Fig. 1: run 1, supply network
Bar = 100 µm. Pins as bars on the die edge.
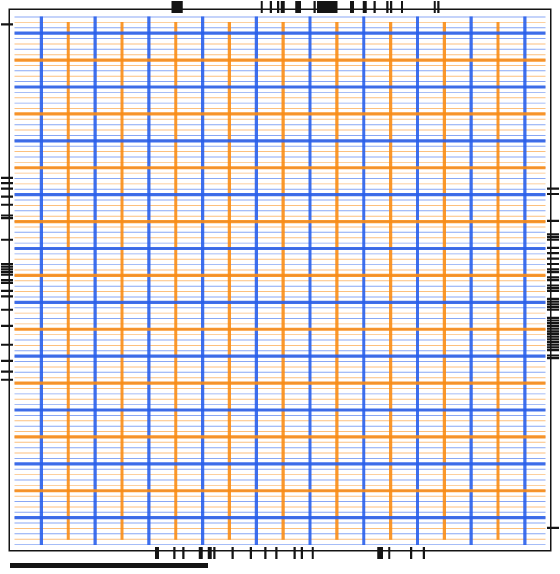
Fig. 2: run 1, placed cells, one colour a class
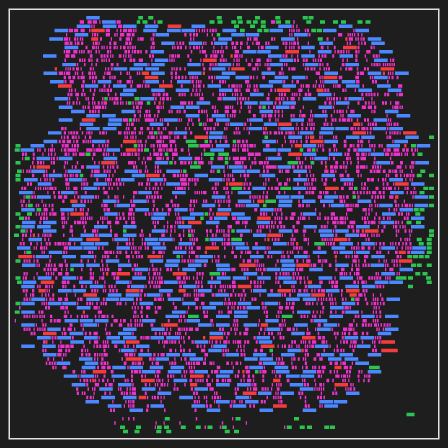
Fig. 3: run 1, clock wires, drivers and flops
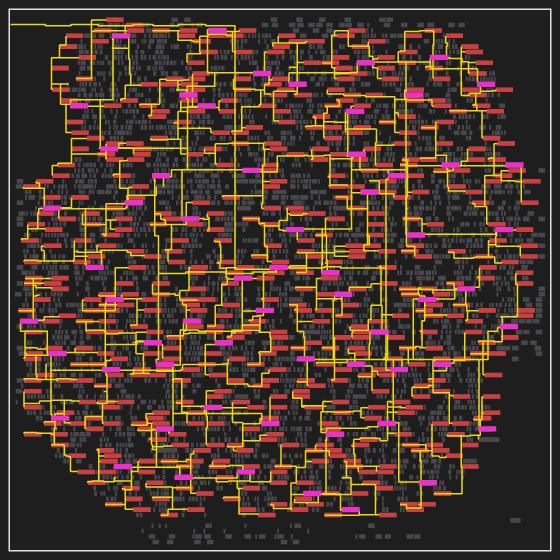
===== src/rtl/atomik_stream_acc_engine.sv =====
// Byte-stream command engine: load/accumulate/clear XOR deltas across round-robin banks,
// with readback of state, count, status and individual banks over a valid/ready tx port.
module atomik_stream_acc_engine #(
  parameter int DELTA_WIDTH    = 64,
  parameter int N_BANKS        = 4,
  parameter int TIMEOUT_CYCLES = 1_000_000
) (
  input  logic                   clk,
  input  logic                   rst_n,
  input  logic [7:0]             rx_data,
  input  logic                   rx_valid,
  output logic [7:0]             tx_data,
  output logic                   tx_valid,
  input  logic                   tx_ready,
  output logic [DELTA_WIDTH-1:0] current_state,
  output logic                   acc_zero,
  output logic [31:0]            delta_count,
  output logic                   busy,
  output logic                   err_pulse
);
  localparam int DW    = DELTA_WIDTH;
  localparam int NB    = DW / 8;
  localparam int PTR_W = (N_BANKS > 1) ? $clog2(N_BANKS) : 1;
  localparam int TXW   = (DW > 32) ? DW : 32;
  localparam bit TO_EN = (TIMEOUT_CYCLES > 0);
  localparam logic [31:0] TO_LAST = TO_EN ? 32'(TIMEOUT_CYCLES - 1) : 32'd0;
  localparam logic [5:0]  NB_LAST = 6'(NB - 1);

  typedef enum logic [2:0] {IDLE, PAYLOAD, BLEN, BSEL, TX} state_t;

  state_t           state;
  logic [DW-1:0]    banks [N_BANKS];
  logic [DW-1:0]    init_word;
  logic [DW-1:0]    shreg;
  logic [DW-1:0]    acc_xor;
  logic [DW-1:0]    word;
  logic [DW-1:0]    bank_sel;
  logic [PTR_W-1:0] rr_ptr;
  logic [31:0]      count;
  logic [31:0]      idle_cnt;
  logic [5:0]       byte_idx;
  logic [5:0]       tx_left;
  logic [7:0]       burst_left;
  logic             load_op;
  logic [TXW-1:0]   tx_buf;
  logic             count_sat;
  logic             idx_ok;
  logic             timed_out;
  logic [3:0]       rr_nib;

  function automatic logic [PTR_W-1:0] rr_next(input logic [PTR_W-1:0] p);
    if (N_BANKS == 1) return '0;
    return p + 1'b1;
  endfunction

  function automatic logic [31:0] sat_inc(input logic [31:0] c);
    return (&c) ? c : c + 32'd1;
  endfunction

  always_comb begin
    acc_xor = '0;
    for (int i = 0; i < N_BANKS; i++) acc_xor = acc_xor ^ banks[i];
  end

  always_comb begin
    bank_sel = '0;
    for (int i = 0; i < N_BANKS; i++)
      if (rx_data == 8'(i)) bank_sel = banks[i];
  end

  // The word completing on this byte; used directly so the write lands on the same edge.
  assign word          = (shreg << 8) | DW'(rx_data);
  assign current_state = init_word ^ acc_xor;
  assign acc_zero      = (acc_xor == '0);
  assign delta_count   = count;
  assign busy          = (state != IDLE);
  assign tx_data       = tx_buf[TXW-1 -: 8];
  assign count_sat     = &count;
  assign idx_ok        = (rx_data < 8'(N_BANKS));
  assign timed_out     = TO_EN && (idle_cnt == TO_LAST);
  assign rr_nib        = 4'(rr_ptr);

  always_ff @(posedge clk or negedge rst_n) begin
    if (!rst_n) begin
      state      <= IDLE;
      for (int i = 0; i < N_BANKS; i++) banks[i] <= '0;
      init_word  <= '0;
      shreg      <= '0;
      rr_ptr     <= '0;
      count      <= '0;
      idle_cnt   <= '0;
      byte_idx   <= '0;
      tx_left    <= '0;
      burst_left <= '0;
      load_op    <= 1'b0;
      tx_buf     <= '0;
      tx_valid   <= 1'b0;
      err_pulse  <= 1'b0;
    end else begin
      err_pulse <= 1'b0;
      case (state)
        IDLE: if (rx_valid) begin
          idle_cnt <= '0;
          byte_idx <= '0;
          shreg    <= '0;
          case (rx_data)
            "L": begin load_op <= 1'b1; burst_left <= 8'd1; state <= PAYLOAD; end
            "A": begin load_op <= 1'b0; burst_left <= 8'd1; state <= PAYLOAD; end
            "B": state <= BLEN;
            "K": state <= BSEL;
            "C": begin
              for (int i = 0; i < N_BANKS; i++) banks[i] <= '0;
              count  <= '0;
              rr_ptr <= '0;
            end
            "R": begin
              tx_buf   <= TXW'(current_state) << (TXW - DW);
              tx_left  <= 6'(NB);
              tx_valid <= 1'b1;
              state    <= TX;
            end
            "N": begin
              tx_buf   <= TXW'(count) << (TXW - 32);
              tx_left  <= 6'd4;
              tx_valid <= 1'b1;
              state    <= TX;
            end
            "S": begin
              tx_buf   <= TXW'({acc_zero, count_sat, 2'b00, rr_nib}) << (TXW - 8);
              tx_left  <= 6'd1;
              tx_valid <= 1'b1;
              state    <= TX;
            end
            default: err_pulse <= 1'b1;
          endcase
        end
        PAYLOAD: begin
          if (rx_valid) begin
            idle_cnt <= '0;
            if (byte_idx == NB_LAST) begin
              byte_idx <= '0;
              shreg    <= '0;
              if (load_op) begin
                init_word <= word;
                for (int i = 0; i < N_BANKS; i++) banks[i] <= '0;
                count  <= '0;
                rr_ptr <= '0;
              end else begin
                for (int i = 0; i < N_BANKS; i++)
                  if (i == int'(rr_ptr)) banks[i] <= banks[i] ^ word;
                rr_ptr <= rr_next(rr_ptr);
                count  <= sat_inc(count);
              end
              burst_left <= burst_left - 8'd1;
              if (burst_left == 8'd1) state <= IDLE;
            end else begin
              byte_idx <= byte_idx + 6'd1;
              shreg    <= word;
            end
          end else if (timed_out) begin
            state     <= IDLE;
            err_pulse <= 1'b1;
          end else begin
            idle_cnt <= idle_cnt + 32'd1;
          end
        end
        BLEN: begin
          if (rx_valid) begin
            idle_cnt <= '0;
            if (rx_data == 8'd0) begin
              state <= IDLE;
            end else begin
              burst_left <= rx_data;
              load_op    <= 1'b0;
              byte_idx   <= '0;
              shreg      <= '0;
              state      <= PAYLOAD;
            end
          end else if (timed_out) begin
            state     <= IDLE;
            err_pulse <= 1'b1;
          end else begin
            idle_cnt <= idle_cnt + 32'd1;
          end
        end
        BSEL: begin
          if (rx_valid) begin
            idle_cnt <= '0;
            if (idx_ok) begin
              tx_buf  <= TXW'(bank_sel) << (TXW - DW);
              tx_left <= 6'(NB);
            end else begin
              tx_buf    <= TXW'(8'hEE) << (TXW - 8);
              tx_left   <= 6'd1;
              err_pulse <= 1'b1;
            end
            tx_valid <= 1'b1;
            state    <= TX;
          end else if (timed_out) begin
            state     <= IDLE;
            err_pulse <= 1'b1;
          end else begin
            idle_cnt <= idle_cnt + 32'd1;
          end
        end
        TX: begin
          if (rx_valid) err_pulse <= 1'b1;
          if (tx_valid && tx_ready) begin
            tx_buf  <= tx_buf << 8;
            tx_left <= tx_left - 6'd1;
            if (tx_left == 6'd1) begin
              tx_valid <= 1'b0;
              state    <= IDLE;
            end
          end
        end
        default: state <= IDLE;
      endcase
    end
  end
endmodule

===== config.mk =====
export PLATFORM = sky130hd
export DESIGN_NAME = atomik_stream_acc_engine
export DESIGN_NICKNAME = d
export VERILOG_FILES = /design/src/rtl/atomik_stream_acc_engine.sv
export SDC_FILE = /design/constraint.sdc
export NUM_CORES = 1
export LEC_CHECK = 0
export ABC_AREA = 1
export CAP_MARGIN = 20
export CORE_MARGIN = 2
export CORE_UTILIZATION = 42
export CTS_CLUSTER_SIZE = 25
export DETAILED_ROUTE_END_ITERATION = 10
export SLEW_MARGIN = 20
export SYNTH_ARGS = -nofsm -noshare
export SYNTH_HDL_FRONTEND = slang
export SYNTH_SLANG_ARGS = --single-unit

===== constraint.sdc =====
create_clock -name clk -period 4.26 [get_ports clk]
set_input_delay 0.639 -clock clk [delete_from_list [all_inputs] [get_ports clk]]
set_output_delay 0.639 -clock clk [all_outputs]
set_load 0.005 [all_outputs]

==> Changelog: implementation, run 1 <==
## Implementation

* Status: completed
* Cell with the most instances after synthesis: nand2_1
* Maximum clock rate at 267.1 MHz
* Number of enable flip-flop cells at 0
* Worst slack at placement at roughly 0.8 ns
* CP required at between 3 and 4 ns
* Ant diodes at 0
* Top cells, area: dfrtp_1 44%, nand2_1 13%, inv_1 6.6%
* Cts bufs inserted at approximately 61
* YS warnings at 0
* Iteration-0 DRC Markers at between 2k and 3k
* Final Net Count at between 4k and 5k
* Final Hold Fails at 0
* Total placed cells including tap cells at 5,004
* Drt pass-1 iters at 7
* Global-route wire length before repair at ~160 mm
* Final WS setup at 0.5156 ns
* GRT Util Overall at 0.2691
* Row cnt at roughly 98
* I/O Buffers at around 120
* Leak at ~0.015 µW
* Routed len/inst at a little under 20 µm
-- Fig. 1 (at the start) --
Key: blue = VSS; orange = VDD
19 straps on met5. 99 met1 rails follow the rows.

-- Fig. 2 (at the start) --
Key: red = clock drivers and dummy loads [cells 111, share of their area 6.0%]; magenta = remaining logic cells [cells 3,348, share of their area 49%]; green = remaining buffers and delay cells [cells 174, share of their area 5.4%]; blue = registers [cells 532, share of their area 40%]

-- Fig. 3 (at the start) --
Key: red = flip-flops [count 532]; yellow = clock wires [length 7,840 µm]; magenta = clock-net drivers [count 61]
Position of the flops: widely spread.

## run 1: cell families after synthesis
group                    share of synthesized area
AND/OR/NAND/NOR                             0.2167
AND-OR/OR-AND                               0.2005
buffers and inverters                      0.09886
flip-flops                                  0.4387
XOR/XNOR                                   0.04069
adder cells (fa/ha/maj)                   0.004535
## run 1: state kept, by name (all words and copies together) (netlist names)
register,flops
rr_ptr,2
load_op,1
shreg,56
init_word,64
tx_buf,64
burst_left,8
idle_cnt,32
byte_idx,6
delta_count,32
err_pulse,1
tx_left,6
banks,256
state,3
tx_valid,1
## run 1: stage by stage
| step | hold slack (ns) | instance area [µm²] |
|---|---|---|
| floorplan | 0.3434 | 30350 |
| global placement | 0.4639 | 32500 |
| detailed placement | 0.4805 | 32500 |
| CTS | 0.03741 | 34500 |
| global route | 0.06925 | 34500 |
| finish | 0.03671 | 34500 |
## run 1: worst max-delay path by stage
stage,start,to,cells after the start
after floorplan,rx_data[2],delta_count[7]$_DFFE_PN0P_,13
after global placement,rx_data[6],tx_buf[55]$_DFFE_PN0P_,11
after detailed placement,rx_data[6],tx_buf[37]$_DFFE_PN0P_,9
after CTS,banks[244]$_DFFE_PN0P_,acc_zero,11
after global routing,banks[116]$_DFFE_PN0P_,acc_zero,13
final,banks[244]$_DFFE_PN0P_,acc_zero,11
## run 1: final cells by class
| cell class | count | area, µm² |
|---|---|---|
| Clock buffer | 91 | 1799 |
| Clock inverter | 20 | 200.2 |
| Fill cell | 7023 | 36990 |
| Inverter | 561 | 2111 |
| Multi-Input combinational cell | 2787 | 14080 |
| Sequential cell | 532 | 13310 |
| Tap cell | 950 | 1189 |
| Timing Repair Buffer | 174 | 1809 |
## run 1: report_power, final
part           internal (µW)  leakage (µW)  switching [µW]
Sequential              6680       0.00704            1160
Clock                   3080      0.000996            2250
Combinational           4850       0.00720            7500
--- run 2 (diff from run 1) ---
--- a/config.mk
+++ b/config.mk
@@ -7,8 +7,8 @@
 export LEC_CHECK = 0
 export ABC_AREA = 1
 export CAP_MARGIN = 20
-export CORE_MARGIN = 2
 export CORE_UTILIZATION = 42
+export CTS_BUF_LIST = sky130_fd_sc_hd__clkbuf_8
 export CTS_CLUSTER_SIZE = 25
 export DETAILED_ROUTE_END_ITERATION = 10
 export SLEW_MARGIN = 20
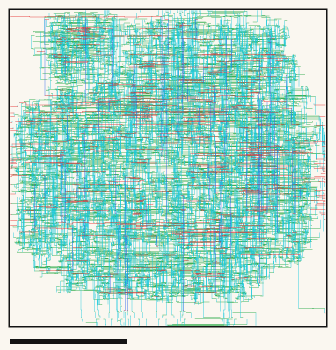
Fig. 4. Signal wires by layer (run 2).
Bar = 100 µm.
Key: cyan = M2 [wire length 46.3 mm]; green = M1 [wire length 45.7 mm]; red = M3 [wire length 6,740 µm]; blue = M4 [wire length 2,830 µm]

==> run 2 against run 1 <==
Net effect:
- the flow now finishes with violations (hold timing)
- global-route usage grew 0.62 points
- maximum frequency is 2.6% lower
- worst setup slack lost 0.099 ns
- via count up 1.1%
- critical path type unchanged
==> Changelog: implementation, run 2 <==
## Implementation

* Finished layout cell area at 34,620 µm² (+0.35%)
* Iteration-0 DRC Markers at 2,693 (+2.2%)
* Storage cell area at 13,310 µm² (unchanged)
* WHS at -0.01045 ns (-0.04716 ns)
* Cell with the most instances after synthesis: nand2_1
* Largest registers: banks x256, init_word x64, tx_buf x64
* GRT Util Overall at 0.2753 (+0.006152)
* Violated checks: hold timing
* Placed cell area at 32,560 µm² (+0.19%)
* Crit path from: banks[100]$_DFFE_PN0P_
* Final Hold Fails at 2 (+2)
* Worst slack at placement at 0.7883 ns (+0.004183 ns)
* Status: finished, violations left
* Number of enable flip-flop cells at 0 (unchanged)
* Leak at 0.01543 µW (+1.3%)
* CP required at 3.62 ns (about the same)
* Top cells, area: dfrtp_1 44%, nand2_1 13%, inv_1 6.6%
* Global-route wire length before repair at 157.2 mm (+0.72%)
* Final-layout fill cell count at 7,086 (+0.90%)
* Logic area at 14,080 µm² (unchanged)
* YS warnings at 0 (unchanged)
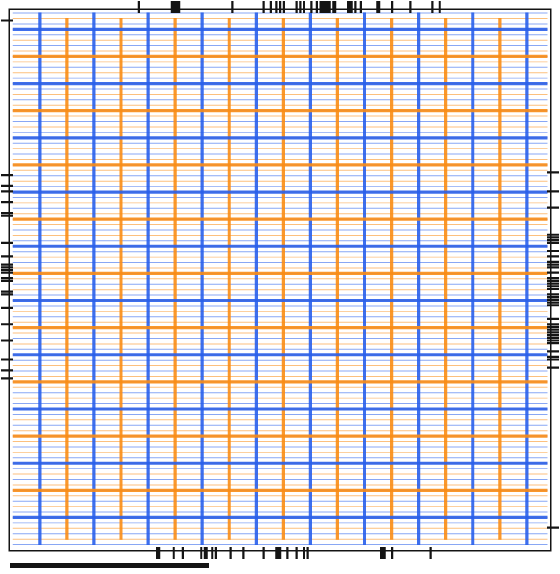
Fig. 5. Supply network (run 2).
Bar = 100 µm. Pins as bars on the die edge.
core area: 71,490 µm²
Die H: 270.8 µm
VDD IR max: 0.4300 mV

run 2: cell count changes in the layout (fill, tap and decap cells not counted), sizes merged:
| cell | previous run | this run |
|---|---|---|
| clkbuf | 91 | 135 |
| inv | 562 | 584 |
| buf | 56 | 61 |
| bufinv | 3 | 0 |
| diode | 0 | 2 |
| clkinv | 15 | 16 |
run 2: cell type report:
type / instances / area share
clock inverters: 40 / 0.005638
multi-input cells: 2787 / 0.4066
clock buffers: 135 / 0.05367
diodes: 2 / 0.0001446
repair buffers: 179 / 0.05407
flip-flops and latches: 532 / 0.3845
well taps: 950 / 0.03433
inverters: 561 / 0.06097
run 2: layer usage:
layer | part of all wire | up-vias | global-route usage
li1 | - | 13656 | -
met1 | 0.45 | 13584 | 0.3922
met2 | 0.46 | 1078 | 0.4301
met3 | 0.066 | 166 | 0.03985
met4 | 0.028 | 0 | 0.08564
met5 | 0 | - | 0
run 2: kinds of logic after synthesis:
logic type               synth area share
AND/OR/NAND/NOR                    0.2167
AND-OR/OR-AND                      0.2005
buffers and inverters             0.09886
flip-flops                         0.4387
XOR/XNOR                          0.04069
adder cells (fa/ha/maj)          0.004535
run 2: worst max-delay path, stage by stage (launching register included):
cell	delay [ns]
dfrtp_1	0.38
inv_1	0.11
nand2_1	0.06
nand2_1	0.07
inv_1	0.04
nand2_1	0.04
nand2_1	0.09
nor2_1	0.20
nand2_1	0.07
nor2_1	0.17
nand2_1	0.19
nor4_1	0.35
buf_4	0.22
clkdlybuf4s50_1	0.50
run 2: power by group:
group          internal [µW]  leakage (µW)  switching (µW)  total [µW]
sequential              6680       0.00704            1170        7860
clock                   2810       0.00116            2320        5130
combinational           4860       0.00723            7490       12300
--- run 3 (diff from run 2) ---
--- a/config.mk
+++ b/config.mk
@@ -11,6 +11,8 @@
 export CTS_BUF_LIST = sky130_fd_sc_hd__clkbuf_8
 export CTS_CLUSTER_SIZE = 25
 export DETAILED_ROUTE_END_ITERATION = 10
+export DONT_BUFFER_PORTS = 1
+export HOLD_SLACK_MARGIN = 0.15
 export SLEW_MARGIN = 20
 export SYNTH_ARGS = -nofsm -noshare
 export SYNTH_HDL_FRONTEND = slang
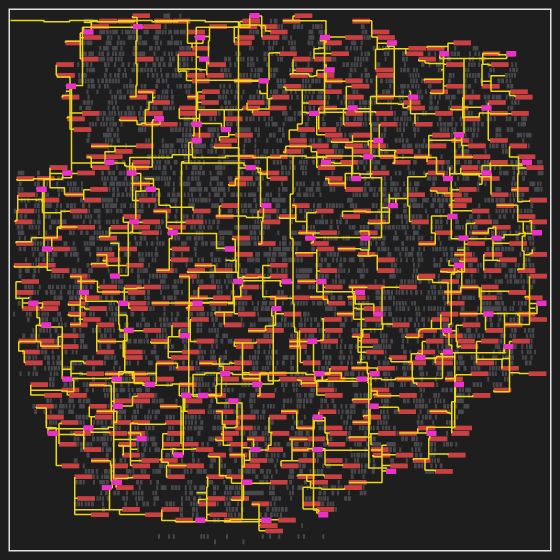
Fig. 6. Clock wires, drivers and flops (run 3).
Key: red = flip-flops [count 532]; yellow = clock wires [length 8,410 µm]; magenta = clock-net drivers [count 97]
Position of the flops: widely spread. There are 98 routed clock nets.

==> run 3 against run 2 <==
Net effect:
- the flow finishes with violations (hold timing, slew limit)
- non-clock buffer count down 131
- critical path type unchanged
- highest routed layer unchanged
- largest power group unchanged
- final area is 4.3% lower
- flip-flop count unchanged
- combinational power fell by about 20%
- utilization is 2.1 points lower
- register-to-register slack lost 0.08 ns
- clock-buffer cell count shrank 14
- die size unchanged
- clock skew fell by 0.0065 ns
- worst hold slack got worse by 0.31 ns
==> Changelog: implementation, run 3 <==
## Implementation

* Final Hold Fails at 532 (+530)
* Global-route wire length before repair at 155.2 mm (-1.3%)
* Largest registers: banks x256, init_word x64, tx_buf x64
* Max-slew violations at 19
* Cells along the critical path: xor2_1 > nand2_1 > nand2_1 > nor2_1 > nand2_1 > nor2_1 > nand2_1 > nor4_1 > buf_4 > buf_4
* Max layer used: met4
* Die width at about 270 µm
* M1 WL at 44.21 mm (-3.2%)
* Buf+Inv Stages, Crit Path at 2 (-2)
* Final critical-path required period at roughly 3.4 ns
* #FFs+latches synth at ~530
* Crit path from: banks[243]$_DFFE_PN0P_
* Chip area at 73,340 µm²
* Iteration-0 DRC Markers at 2,833 (+5.2%)
* Number of enable flip-flop cells at 0 (unchanged)
* Core area at 71,490 µm² (unchanged)
* Worst EP arrival at 2.77 ns
* Routed vias/inst at 5.536
* Max stage delay on crit path at 0.43 ns (-0.07 ns)
* Fin crit share at 0.7997
* Final-layout fill cell count at 7,175 (+1.3%)
* Cell family with most CP delay: simple AND/OR/NAND/NOR gates
* Die H at 270.8 µm (unchanged)
* YS warnings at 0 (unchanged)
* Most frequent CP cell: nand2_1
* Worst r2r src: delta_count[1]$_DFFE_PN0P_
* Slowest CP cell: dfrtp_1
* Cell with the most instances after synthesis: nand2_1
* VDD IR max at 0.4162 mV (-3.2%)
* Total number of vias at roughly 28k
* Routed wl met2 at 44.46 mm (-3.9%)
* Top cells, area: dfrtp_1 44%, nand2_1 13%, inv_1 6.6%
* GRT Util Overall at 0.2734 (-0.001912)
* Met3 routed WL at 8.037 mm (+19%)
* CP Depth at 10 (-3)
* Status: finished, violations left
* Violated checks: hold timing, slew limit
* WHS at -0.3162 ns (-0.3057 ns)
* CP required at 3.62 ns (about the same)
* Leak at 0.01485 µW (-3.7%)
* Max-area cell share at 0.4387
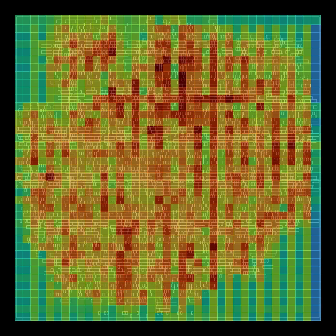
Fig. 7. Routing congestion map (run 3).
met3 track demand over resource: 0.06124
GR peak layer: met2
met1 GRT Util: 0.3740
Finished Core Util: 0.4636
M2 GR Usage: 0.4122

## run 3: cell count changes in the layout (fill, tap and decap cells not counted), sizes merged, moves of 7 or more
| cell | previous run | this run |
|---|---|---|
| clkbuf | 135 | 121 |
| clkdlybuf4s50 | 118 | 0 |
| inv | 584 | 591 |
| buf | 61 | 39 |
| dlygate4sd3 | 0 | 9 |
## run 3: power breakdown
part | internal [µW] | switching (µW)
Clock | 2680 | 2300
Combinational | 3310 | 7130
Sequential | 6680 | 1190
## run 3: cell families after synthesis
family / Yosys count / share of synthesized area
AND-OR/OR-AND: 1089 / 0.2005
flip-flops: 532 / 0.4387
AND/OR/NAND/NOR: 1546 / 0.2167
buffers and inverters: 735 / 0.09886
adder cells (fa/ha/maj): 11 / 0.004535
XOR/XNOR: 141 / 0.04069
## run 3: per-stage QoR
| step | instance area (µm²) | total power [µW] | hold WS (ns) | setup WS [ns] |
|---|---|---|---|---|
| after detailed placement | 31080 | 18280 | 0.4093 | 1.186 |
| after floorplan | 30350 | 15270 | 0.3434 | 2.084 |
| final | 33140 | 23280 | -0.3162 | 0.8532 |
| after global placement | 31080 | 18130 | 0.4124 | 1.218 |
| after CTS | 33130 | 23340 | -0.3686 | 0.7923 |
| after global routing | 33140 | 25060 | -0.3593 | 0.6236 |
## run 3: final cells by class
type	instances	area [µm²]	share of cell area
clock buffers	121	1665	0.05025
well taps	950	1189	0.03587
repair buffers	48	483.0	0.01457
flip-flops and latches	532	13310	0.4017
multi-input cells	2787	14080	0.4248
clock inverters	51	294.0	0.008873
diodes	3	7.507	0.0002265
inverters	561	2111	0.06369
Power and IR drop assume default switching activity.
